===== src/rtl/cr16_io_pkg.sv =====
// Shared constants for the CR16 memory-mapped I/O responder: register offsets,
// ID words and TIMER_CTRL bit positions.
package cr16_io_pkg;

    localparam logic [2:0] P_OFS_DISP_LO     = 3'd0;
    localparam logic [2:0] P_OFS_DISP_HI     = 3'd1;
    localparam logic [2:0] P_OFS_LEDS        = 3'd2;
    localparam logic [2:0] P_OFS_SWITCHES    = 3'd3;
    localparam logic [2:0] P_OFS_BTN_EVT     = 3'd4;
    localparam logic [2:0] P_OFS_TIMER_COUNT = 3'd5;
    localparam logic [2:0] P_OFS_TIMER_CTRL  = 3'd6;
    localparam logic [2:0] P_OFS_ID          = 3'd7;

    // Software tells the two builds apart by the low byte of the ID word.
    localparam logic [15:0] P_ID_TIMER    = 16'hC016;
    localparam logic [15:0] P_ID_NO_TIMER = 16'hC014;

    localparam int P_CTRL_EN_BIT  = 0;
    localparam int P_CTRL_CLR_BIT = 1;

    function automatic logic [15:0] zext10(input logic [9:0] v);
        return {6'd0, v};
    endfunction

endpackage


===== src/rtl/cr16_io_sync.sv =====
// Two-flop synchronizer for slow asynchronous board inputs; 2-cycle latency,
// no backpressure. Resets to all zeros.
module cr16_io_sync #(
    parameter int P_WIDTH = 1
) (
    input  logic               clk,
    input  logic               rst_n,
    input  logic [P_WIDTH-1:0] d,
    output logic [P_WIDTH-1:0] q
);

    logic [P_WIDTH-1:0] meta_q, meta_d;
    logic [P_WIDTH-1:0] sync_q, sync_d;

    always_comb begin
        meta_d = d;
        sync_d = meta_q;
    end

    always_ff @(posedge clk or negedge rst_n) begin
        if (!rst_n) begin
            meta_q <= '0;
            sync_q <= '0;
        end else begin
            meta_q <= meta_d;
            sync_q <= sync_d;
        end
    end

    assign q = sync_q;

endmodule


===== src/rtl/cr16_io_responder.sv =====
// CR16 external-memory I/O target: display, LEDs, switches, button events, ms timer
// (timer only with CR16_IO_TIMER_EN). Writes land on the hit edge, reads 1-cycle registered, no backpressure.
module cr16_io_responder
    import cr16_io_pkg::*;
#(
    parameter logic [15:0] P_BASE_ADDRESS   = 16'hFFF8,
    parameter logic [15:0] P_TIMER_PRESCALE = 16'd50000
) (
    input  logic        I_CLK,
    input  logic        I_NRESET,
    input  logic [15:0] I_EXT_MEM_ADDRESS,
    input  logic [15:0] I_EXT_MEM_DATA,
    input  logic        I_EXT_MEM_WRITE_ENABLE,
    output logic [15:0] O_EXT_MEM_DATA,
    input  logic [9:0]  I_SWITCHES,
    input  logic [3:0]  I_NBUTTONS,
    output logic [23:0] O_DISPLAY_BITS,
    output logic [9:0]  O_LEDS
);

    logic        hit;
    logic        wr;
    logic [2:0]  ofs;
    logic [9:0]  sw_s;
    logic [3:0]  nbtn_s;
    logic [3:0]  press;
    logic [3:0]  w1c_mask;

    logic [23:0] disp_q, disp_d;
    logic [9:0]  leds_q, leds_d;
    logic [3:0]  btn_dly_q, btn_dly_d;
    logic [3:0]  btn_evt_q, btn_evt_d;
    logic [15:0] rdata_q, rdata_d;

    logic [15:0] tmr_count_rd;
    logic [15:0] tmr_ctrl_rd;
    logic [15:0] id_rd;

    cr16_io_sync #(.P_WIDTH(10)) u_sync_sw (
        .clk   (I_CLK),
        .rst_n (I_NRESET),
        .d     (I_SWITCHES),
        .q     (sw_s)
    );

    cr16_io_sync #(.P_WIDTH(4)) u_sync_btn (
        .clk   (I_CLK),
        .rst_n (I_NRESET),
        .d     (I_NBUTTONS),
        .q     (nbtn_s)
    );

    assign hit = (I_EXT_MEM_ADDRESS[15:3] == P_BASE_ADDRESS[15:3]);
    assign ofs = I_EXT_MEM_ADDRESS[2:0];
    assign wr  = I_EXT_MEM_WRITE_ENABLE && hit;

`ifdef CR16_IO_TIMER_EN
    logic        tmr_en_q, tmr_en_d;
    logic [15:0] presc_q, presc_d;
    logic [15:0] tcount_q, tcount_d;

    always_comb begin
        tmr_en_d = tmr_en_q;
        presc_d  = presc_q;
        tcount_d = tcount_q;
        if (tmr_en_q) begin
            if (presc_q == P_TIMER_PRESCALE - 16'd1) begin
                presc_d  = 16'd0;
                tcount_d = tcount_q + 16'd1;
            end else begin
                presc_d = presc_q + 16'd1;
            end
        end
        // Clear is applied last so it overrides a tick on the same edge.
        if (wr && (ofs == P_OFS_TIMER_CTRL)) begin
            tmr_en_d = I_EXT_MEM_DATA[P_CTRL_EN_BIT];
            if (I_EXT_MEM_DATA[P_CTRL_CLR_BIT]) begin
                presc_d  = 16'd0;
                tcount_d = 16'd0;
            end
        end
    end

    always_ff @(posedge I_CLK or negedge I_NRESET) begin
        if (!I_NRESET) begin
            tmr_en_q <= 1'b0;
            presc_q  <= 16'd0;
            tcount_q <= 16'd0;
        end else begin
            tmr_en_q <= tmr_en_d;
            presc_q  <= presc_d;
            tcount_q <= tcount_d;
        end
    end

    assign tmr_count_rd = tcount_q;
    assign tmr_ctrl_rd  = {15'd0, tmr_en_q};
    assign id_rd        = P_ID_TIMER;
`else
    assign tmr_count_rd = 16'h0000;
    assign tmr_ctrl_rd  = 16'h0000;
    assign id_rd        = P_ID_NO_TIMER;
`endif

    always_comb begin
        disp_d    = disp_q;
        leds_d    = leds_q;
        btn_dly_d = nbtn_s;
        // Press is the released-to-pressed transition of the active-low input.
        press     = btn_dly_q & ~nbtn_s;
        w1c_mask  = (wr && (ofs == P_OFS_BTN_EVT)) ? I_EXT_MEM_DATA[3:0] : 4'd0;
        btn_evt_d = (btn_evt_q & ~w1c_mask) | press;

        if (wr) begin
            case (ofs)
                P_OFS_DISP_LO: disp_d[15:0]  = I_EXT_MEM_DATA;
                P_OFS_DISP_HI: disp_d[23:16] = I_EXT_MEM_DATA[7:0];
                P_OFS_LEDS:    leds_d        = I_EXT_MEM_DATA[9:0];
                default:       ;
            endcase
        end

        // Read mux sees pre-write state, giving read-before-write.
        rdata_d = 16'h0000;
        if (hit) begin
            case (ofs)
                P_OFS_DISP_LO:     rdata_d = disp_q[15:0];
                P_OFS_DISP_HI:     rdata_d = {8'd0, disp_q[23:16]};
                P_OFS_LEDS:        rdata_d = zext10(leds_q);
                P_OFS_SWITCHES:    rdata_d = zext10(sw_s);
                P_OFS_BTN_EVT:     rdata_d = {12'd0, btn_evt_q};
                P_OFS_TIMER_COUNT: rdata_d = tmr_count_rd;
                P_OFS_TIMER_CTRL:  rdata_d = tmr_ctrl_rd;
                default:           rdata_d = id_rd;
            endcase
        end
    end

    always_ff @(posedge I_CLK or negedge I_NRESET) begin
        if (!I_NRESET) begin
            disp_q    <= 24'd0;
            leds_q    <= 10'd0;
            btn_dly_q <= 4'd0;
            btn_evt_q <= 4'd0;
            rdata_q   <= 16'd0;
        end else begin
            disp_q    <= disp_d;
            leds_q    <= leds_d;
            btn_dly_q <= btn_dly_d;
            btn_evt_q <= btn_evt_d;
            rdata_q   <= rdata_d;
        end
    end

    assign O_EXT_MEM_DATA = rdata_q;
    assign O_DISPLAY_BITS = disp_q;
    assign O_LEDS         = leds_q;

endmodule


===== config.mk =====
export PLATFORM = sky130hd
export DESIGN_NAME = cr16_io_responder
export DESIGN_NICKNAME = d
export VERILOG_FILES = /design/src/rtl/cr16_io_pkg.sv /design/src/rtl/cr16_io_sync.sv /design/src/rtl/cr16_io_responder.sv
export SDC_FILE = /design/constraint.sdc
export NUM_CORES = 1
export LEC_CHECK = 0
export ABC_AREA = 1
export CAP_MARGIN = 30
export CORE_MARGIN = 2
export CORE_UTILIZATION = 25
export CTS_CLUSTER_DIAMETER = 80
export DETAILED_ROUTE_END_ITERATION = 7
export GPL_ROUTABILITY_DRIVEN = 0
export SYNTH_ARGS = -nofsm -noshare
export SYNTH_HDL_FRONTEND = slang
export SYNTH_SLANG_ARGS = --single-unit

===== constraint.sdc =====
create_clock -name I_CLK -period 1.1 [get_ports I_CLK]
set_clock_uncertainty 0.05 [all_clocks]
set_input_delay 0.22 -clock I_CLK [delete_from_list [all_inputs] [get_ports I_CLK]]
set_output_delay 0.22 -clock I_CLK [all_outputs]
set_load 0.05 [all_outputs]

==> flow_metrics.py, run 1 <==
# Generated from Yosys and OpenROAD reports
metrics = {
    "final_timing": {
        "slew_viol_final": 0,
        "final.setup.tns_ns": -4.13,
        "setup_violations": 50,
        "layout_setup_ws_ns": -0.114,
    },
    "power_and_ir_drop": {
        "power.group.top": "sequential cells",
        "p_sw_uw": 1510,
    },
    "yosys": {
        "ys_sh_simple_pct": 31.1,
    },
    "global_routing": {
        "grt_use_met3_pct": 5.23,
        "grt_pass1_vias": 3319,
    },
    "clock_tree": {
        "cts_tree": "built",
    },
    "drt": {
        "dr_wl_met2_um": 5370,
        "drt-vias-per-instance": 4.47,
    },
    "run": {
        "warnings": 29,
    },
    "setup_path": {
        "path_delay_family": "flip-flops",
    },
    "layout": {
        "lay_top_cells": "nand2_1 (141), dfrtp_1 (77), buf_12 (63)",
        "n_all_inverters": 9,
        "nNonClkBuffers": 167,
    },
    "floorplan": {
        "core_area_mm2": 0.0132,
    },
    "status": {
        "status": "finished with violations",
        "violations": "setup timing",
    },
}
-- run 1: repair_timing --
item	4_1_cts	5_1_grt
hold buffers	1	0
gates cloned	6	0
setup buffers	37	3
pin swaps	20	15
setup endpoints to repair	104	91
endpoints found under the hold margin	17	0
gates resized	85	25
-- run 1: Yosys cell counts (all sizes together) --
master / number / area (um2)
a21oi: 4 / 20.0
nand4: 38 / 238
nor2: 30 / 118
dfrtp: 86 / 2150
nand3: 13 / 75.1
buf: 11 / 77.6
inv: 9 / 33.8
clkbuf: 5 / 18.8
nor3b: 1 / 12.5
a22oi: 1 / 7.51
nor3: 2 / 32.5
nand2: 151 / 567
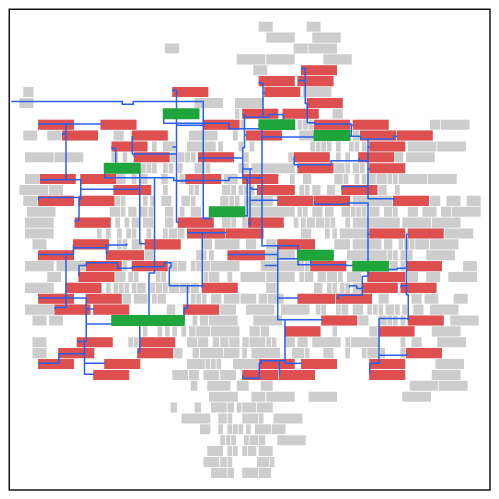
(run_1/clock_map.png)
Drawn at 4 px/um.
Key: clock wires = blue [length 1,060 um]; flip-flops = red [count 86]; cells driving clock nets = green [count 9]
There are 10 routed clock nets.
Clk. pwr: 3220 uW
clk ins delay skew pair: 0.33 ns

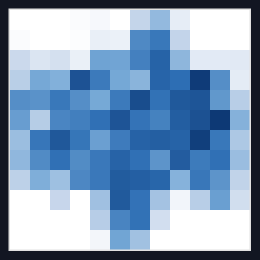
(run_1/density.png)
Drawn at 2 px/um. 12 x 12 tiles, from white (low) to dark blue (high), 0 to 100% covered.
15% of the tiles are over 75% full. The fullest tile reaches 97%. 23% of the tiles are nearly empty. The emptiest ninth of the die: lower left. The mean over all tiles is 41%.

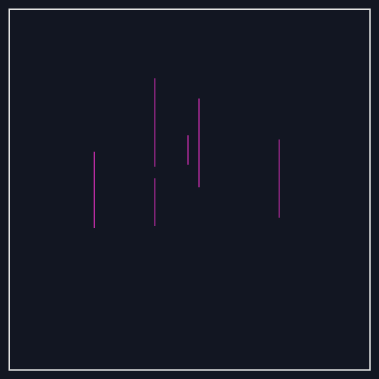
(run_1/met4.png)
Drawn at 3 px/um.
The wires run mostly vertical. The longest straight run is 29.2 um. The layer carries 135 um of wire.

==> run 2, diff against run 1 <==
--- a/config.mk
+++ b/config.mk
@@ -8,10 +8,11 @@
 export ABC_AREA = 1
 export CAP_MARGIN = 30
 export CORE_MARGIN = 2
-export CORE_UTILIZATION = 25
+export CORE_UTILIZATION = 47
 export CTS_CLUSTER_DIAMETER = 80
 export DETAILED_ROUTE_END_ITERATION = 7
 export GPL_ROUTABILITY_DRIVEN = 0
+export PLACE_DENSITY = 0.8
 export SYNTH_ARGS = -nofsm -noshare
 export SYNTH_HDL_FRONTEND = slang
 export SYNTH_SLANG_ARGS = --single-unit
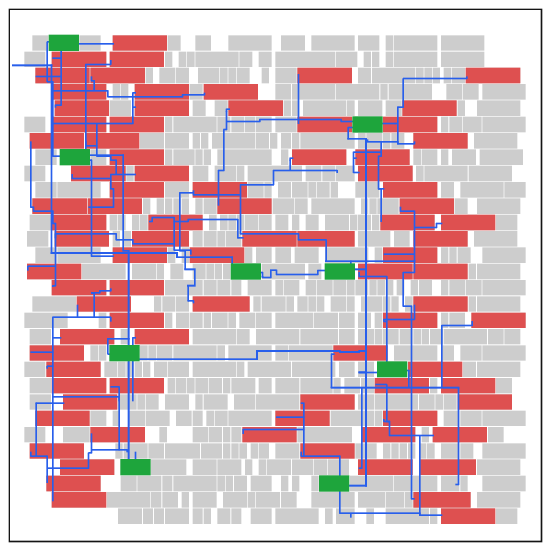
(run_2/clock_map.png)
Drawn at 6 px/um.
Key: clock wires = blue [length 1,160 um]; cells driving clock nets = green [count 9]; flip-flops = red [count 86]
Position of the flops: widely spread. There are 10 routed clock nets.
Clk. pwr: 2250 uW
clk ins delay skew pair: 0.40 ns
clock share of power: 36.8%

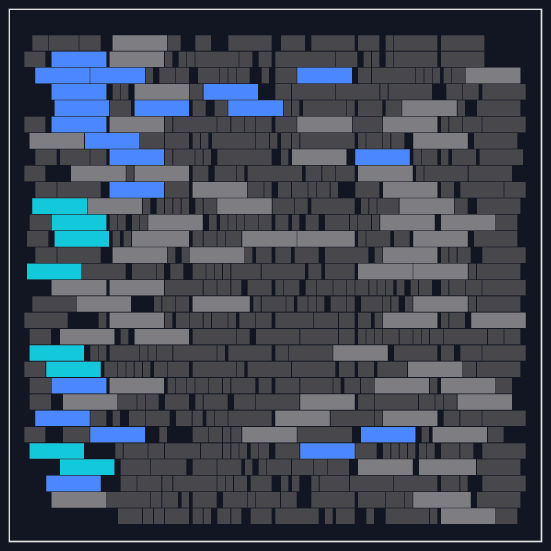
(run_2/hierarchy.png)
Drawn at 6 px/um.
Key: `u_sync_btn` = cyan [sequential cells 8]; `u_sync_sw` = blue [sequential cells 20]

==> run 2 against run 1 <==
  * The flow still finishes with violations (setup timing)
  * Register-to-register slack worse by 0.14 ns
  * Die area is 45% lower
  * Critical path type unchanged
  * Clock-buffer cell count is 2 lower
  * Sequential share of layout area hardly changed
  * Largest power group unchanged
==> flow_metrics.py, run 2 <==
# Generated from Yosys and OpenROAD reports
metrics = {
    "setup_path": {
        "path_buffers": 1,
        "cp_data_arrival_time_ns": 1.06,
        "path_delay_family": "flip-flops",
    },
    "layout": {
        "lay_top_cells": "nand2_1 (130), dfrtp_1 (81), buf_12 (64)",
        "comb-cell-share_pct": 20.4,
        "ff_count": 86,
        "n_all_inverters": 9,
        "lay_top_count": "nand2_1",
        "fillers": 262,
    },
    "global_routing": {
        "grt_pass1_vias": 3668,
        "grt_use_met1_pct": 39.7,
        "grt_antenna_before_repair": 0,
        "grt_use_met3_pct": 8.30,
    },
    "final_timing": {
        "final.setup.tns_ns": -9.16,
        "tightest_slew_ns": 0.318,
        "hold_viol": 0,
        "layout_setup_ws_ns": -0.228,
        "slew_viol_final": 0,
        "setup_violations": 76,
    },
    "clock_tree": {
        "cts_resized": 67,
        "cts_setup_buffers": 40,
        "postCtsHoldBufs": 1,
        "cts_tree": "built",
    },
    "run": {
        "warnings": 29,
    },
    "yosys": {
        "async_flop_share_pct": 100,
        "common_cells": "nand2_1 (151), dfrtp_1 (86), nand4_1 (38)",
        "dominantRegCellSynth": "dfrtp_1",
        "synth.most_common_cell": "nand2_1",
        "top_cells_by_area": "dfrtp_1 (64%), nand2_1 (17%), nand4_1 (7.1%)",
        "ys_seq_elements": 86,
        "synth.yosys.warnings": 0,
        "yosys_cells": 351,
        "synth_area_leader_cell": "dfrtp_1",
        "edf_count": 0,
        "top_cell_area_share_pct": 64.2,
    },
    "floorplan": {
        "die_x_um": 88.5,
        "core_area_mm2": 0.00683,
    },
    "drt": {
        "dr_wl_met2_um": 7640,
        "wl_met1_um": 5030,
        "drt-vias-per-instance": 6.22,
        "vias": 3900,
        "highest_layer": "met4",
    },
    "status": {
        "violations": "setup timing",
        "status": "finished with violations",
    },
    "power_and_ir_drop": {
        "intPower_uw": 4390,
        "powerDensity_mw_per_mm2": 997,
        "p_sw_uw": 1740,
    },
}
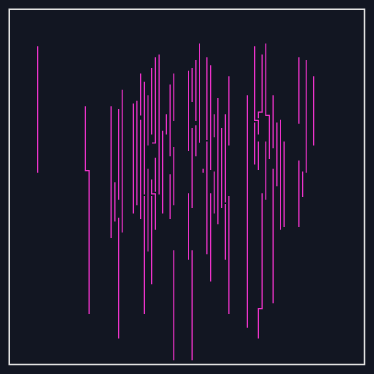
(run_2/met4.png)
Drawn at 4 px/um.
59 nets have wire on it. The layer holds 8.7% of the routed length. The longest straight run is 57.8 um. The wires run mostly vertical.

==> run 2: cell counts after synthesis <==
Identical to the previous run, type by type.
==> run 2: kinds of logic after synthesis <==
kind of cell | count (synthesis) | synth area share [%]
buffers and inverters | 25 | 3.88
flip-flops | 86 | 64.2
AND/OR/NAND/NOR | 235 | 31.1
AND-OR/OR-AND | 5 | 0.821
==> run 2: power groups by stage <==
stage | sequential (uW) | combinational [uW] | clock [uW]
finish | 3240 | 630 | 2250
global route | 3240 | 658 | 2400
CTS | 3240 | 510 | 2150
detailed placement | 3300 | 499 | 0
global placement | 3300 | 482 | 0
floorplan | 3300 | 119 | 0
==> run 3, diff against run 2 <==
--- a/config.mk
+++ b/config.mk
@@ -8,11 +8,11 @@
 export ABC_AREA = 1
 export CAP_MARGIN = 30
 export CORE_MARGIN = 2
-export CORE_UTILIZATION = 47
+export CORE_UTILIZATION = 45
 export CTS_CLUSTER_DIAMETER = 80
 export DETAILED_ROUTE_END_ITERATION = 7
 export GPL_ROUTABILITY_DRIVEN = 0
-export PLACE_DENSITY = 0.8
+export PLACE_DENSITY = 0.77
 export SYNTH_ARGS = -nofsm -noshare
 export SYNTH_HDL_FRONTEND = slang
 export SYNTH_SLANG_ARGS = --single-unit
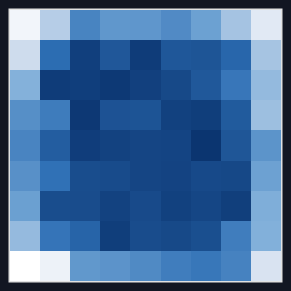
(run_3/density.png)
Drawn at 3 px/um. 9 x 9 tiles, from white (low) to dark blue (high), 0 to 100% covered.
The fullest tile reaches 98%. 54% of the tiles are over 75% full. The densest ninth of the die: center. The mean over all tiles is 71%. 1.2% of the tiles are nearly empty.
Core Box Area: 0.00721 mm2
fin util: 82.3%
FP Util: 46.5%

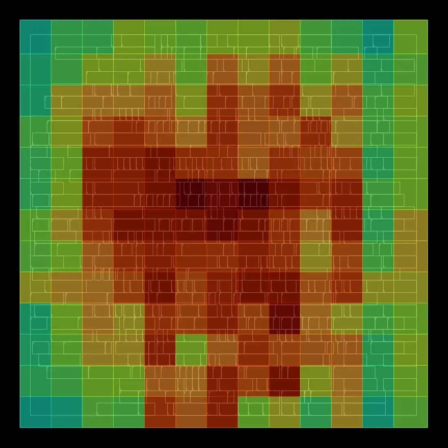
(run_3/final_congestion.png)
routing usage on met2: 50.8%
met1 Usage GRT: 33.9%
routed len/inst: 20.4 um

==> run 3 against run 2 <==
  * The run still ends with setup timing left
  * Sequential share of layout area up 1.3 points
  * Utilization decreased by 7.7 points
  * Combinational power down 12%
  * Final cell count fell by 0.80%
  * Critical path type unchanged
==> flow_metrics.py, run 3 <==
# Generated from Yosys and OpenROAD reports
metrics = {
    "setup_path": {
        "path_buffers": 1,
        "path_delay_family": "flip-flops",
        "cp_data_arrival_time_ns": 1.02,
        "r2r_end": "O_EXT_MEM_DATA[4]",
    },
    "yosys": {
        "edf_count": 0,
        "async_flop_share_pct": 100,
        "synth_area_leader_cell": "dfrtp_1",
        "dominantRegCellSynth": "dfrtp_1",
        "top_cells_by_area": "dfrtp_1 (64%), nand2_1 (17%), nand4_1 (7.1%)",
        "yosys_cells": 351,
        "synth.yosys.warnings": 0,
        "common_cells": "nand2_1 (151), dfrtp_1 (86), nand4_1 (38)",
        "ys_seq_elements": 86,
        "synth.most_common_cell": "nand2_1",
        "top_cell_area_share_pct": 64.2,
    },
    "min_path": {
        "hold_depth": 1,
    },
    "run": {
        "warnings": 29,
    },
    "drt": {
        "vias": 3571,
        "drt_iter0_drc": 480,
        "wl_met1_um": 4310,
        "highest_layer": "met4",
        "drt-vias-per-instance": 5.74,
        "dr_wl_met2_um": 6320,
    },
    "clock_tree": {
        "cts_tree": "built",
        "cts_setup_buffers": 38,
        "clkLatencyLatePin_ns": 0.38,
        "cts_resized": 73,
        "cts.sinks": 86,
        "postCtsHoldBufs": 1,
    },
    "layout": {
        "lay_top_count": "nand2_1",
        "fillers": 379,
        "lay_top_cells": "nand2_1 (137), dfrtp_1 (80), buf_12 (55)",
        "final_cell_count_no_fill": 622,
    },
    "final_timing": {
        "tightest_slew_ns": 0.331,
        "layout_setup_ws_ns": -0.186,
        "slew_viol_final": 0,
        "final.setup.tns_ns": -7.04,
        "setup_violations": 53,
        "hold_viol": 0,
    },
    "global_routing": {
        "grt_use_met3_pct": 7.85,
        "grt_antenna_before_repair": 0,
        "grt_pass1_vias": 3600,
    },
    "status": {
        "violations": "setup timing",
        "status": "finished with violations",
    },
    "power_and_ir_drop": {
        "powerDensity_mw_per_mm2": 1040,
    },
    "floorplan": {
        "die_x_um": 90.3,
    },
}
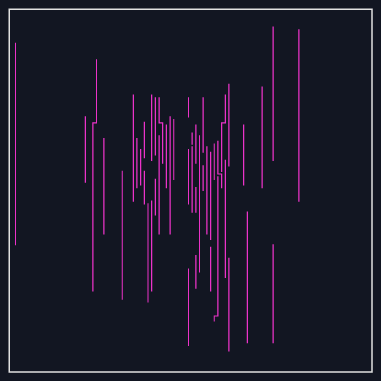
(run_3/met4.png)
Drawn at 4 px/um.
The wires run mostly vertical. The layer holds 7.4% of the routed length. 44 nets have wire on it. The layer carries 946 um of wire.

==> run 3: cell type report <==
cell class | count | area, um2 | area share [%]
tap | 99 | 124 | 2.09
sequential | 86 | 2160 | 36.4
clock inverter | 7 | 78.8 | 1.33
timing repair buffer | 171 | 2150 | 36.2
clock buffer | 9 | 124 | 2.09
inverter | 9 | 37.5 | 0.633
multi-input combinational | 241 | 1260 | 21.3
==> run 3: power breakdown <==
part / switching, uW / internal, uW
Combinational: 297 / 257
Sequential: 21.7 / 3220
Clock: 1300 / 1070
Total: 1620 / 4550
==> run 3: cells by family (layout without fill, tap and decap cells) <==
group | Yosys count | count (layout) | share of synthesized area (%)
DFF | 86 | 86 | 64.2
AOI/OAI and AO/OA | 5 | 5 | 0.821
buffers and inverters | 25 | 196 | 3.88
and+or+nand+nor | 235 | 236 | 31.1
Power is estimated from default activity; no workload was simulated.
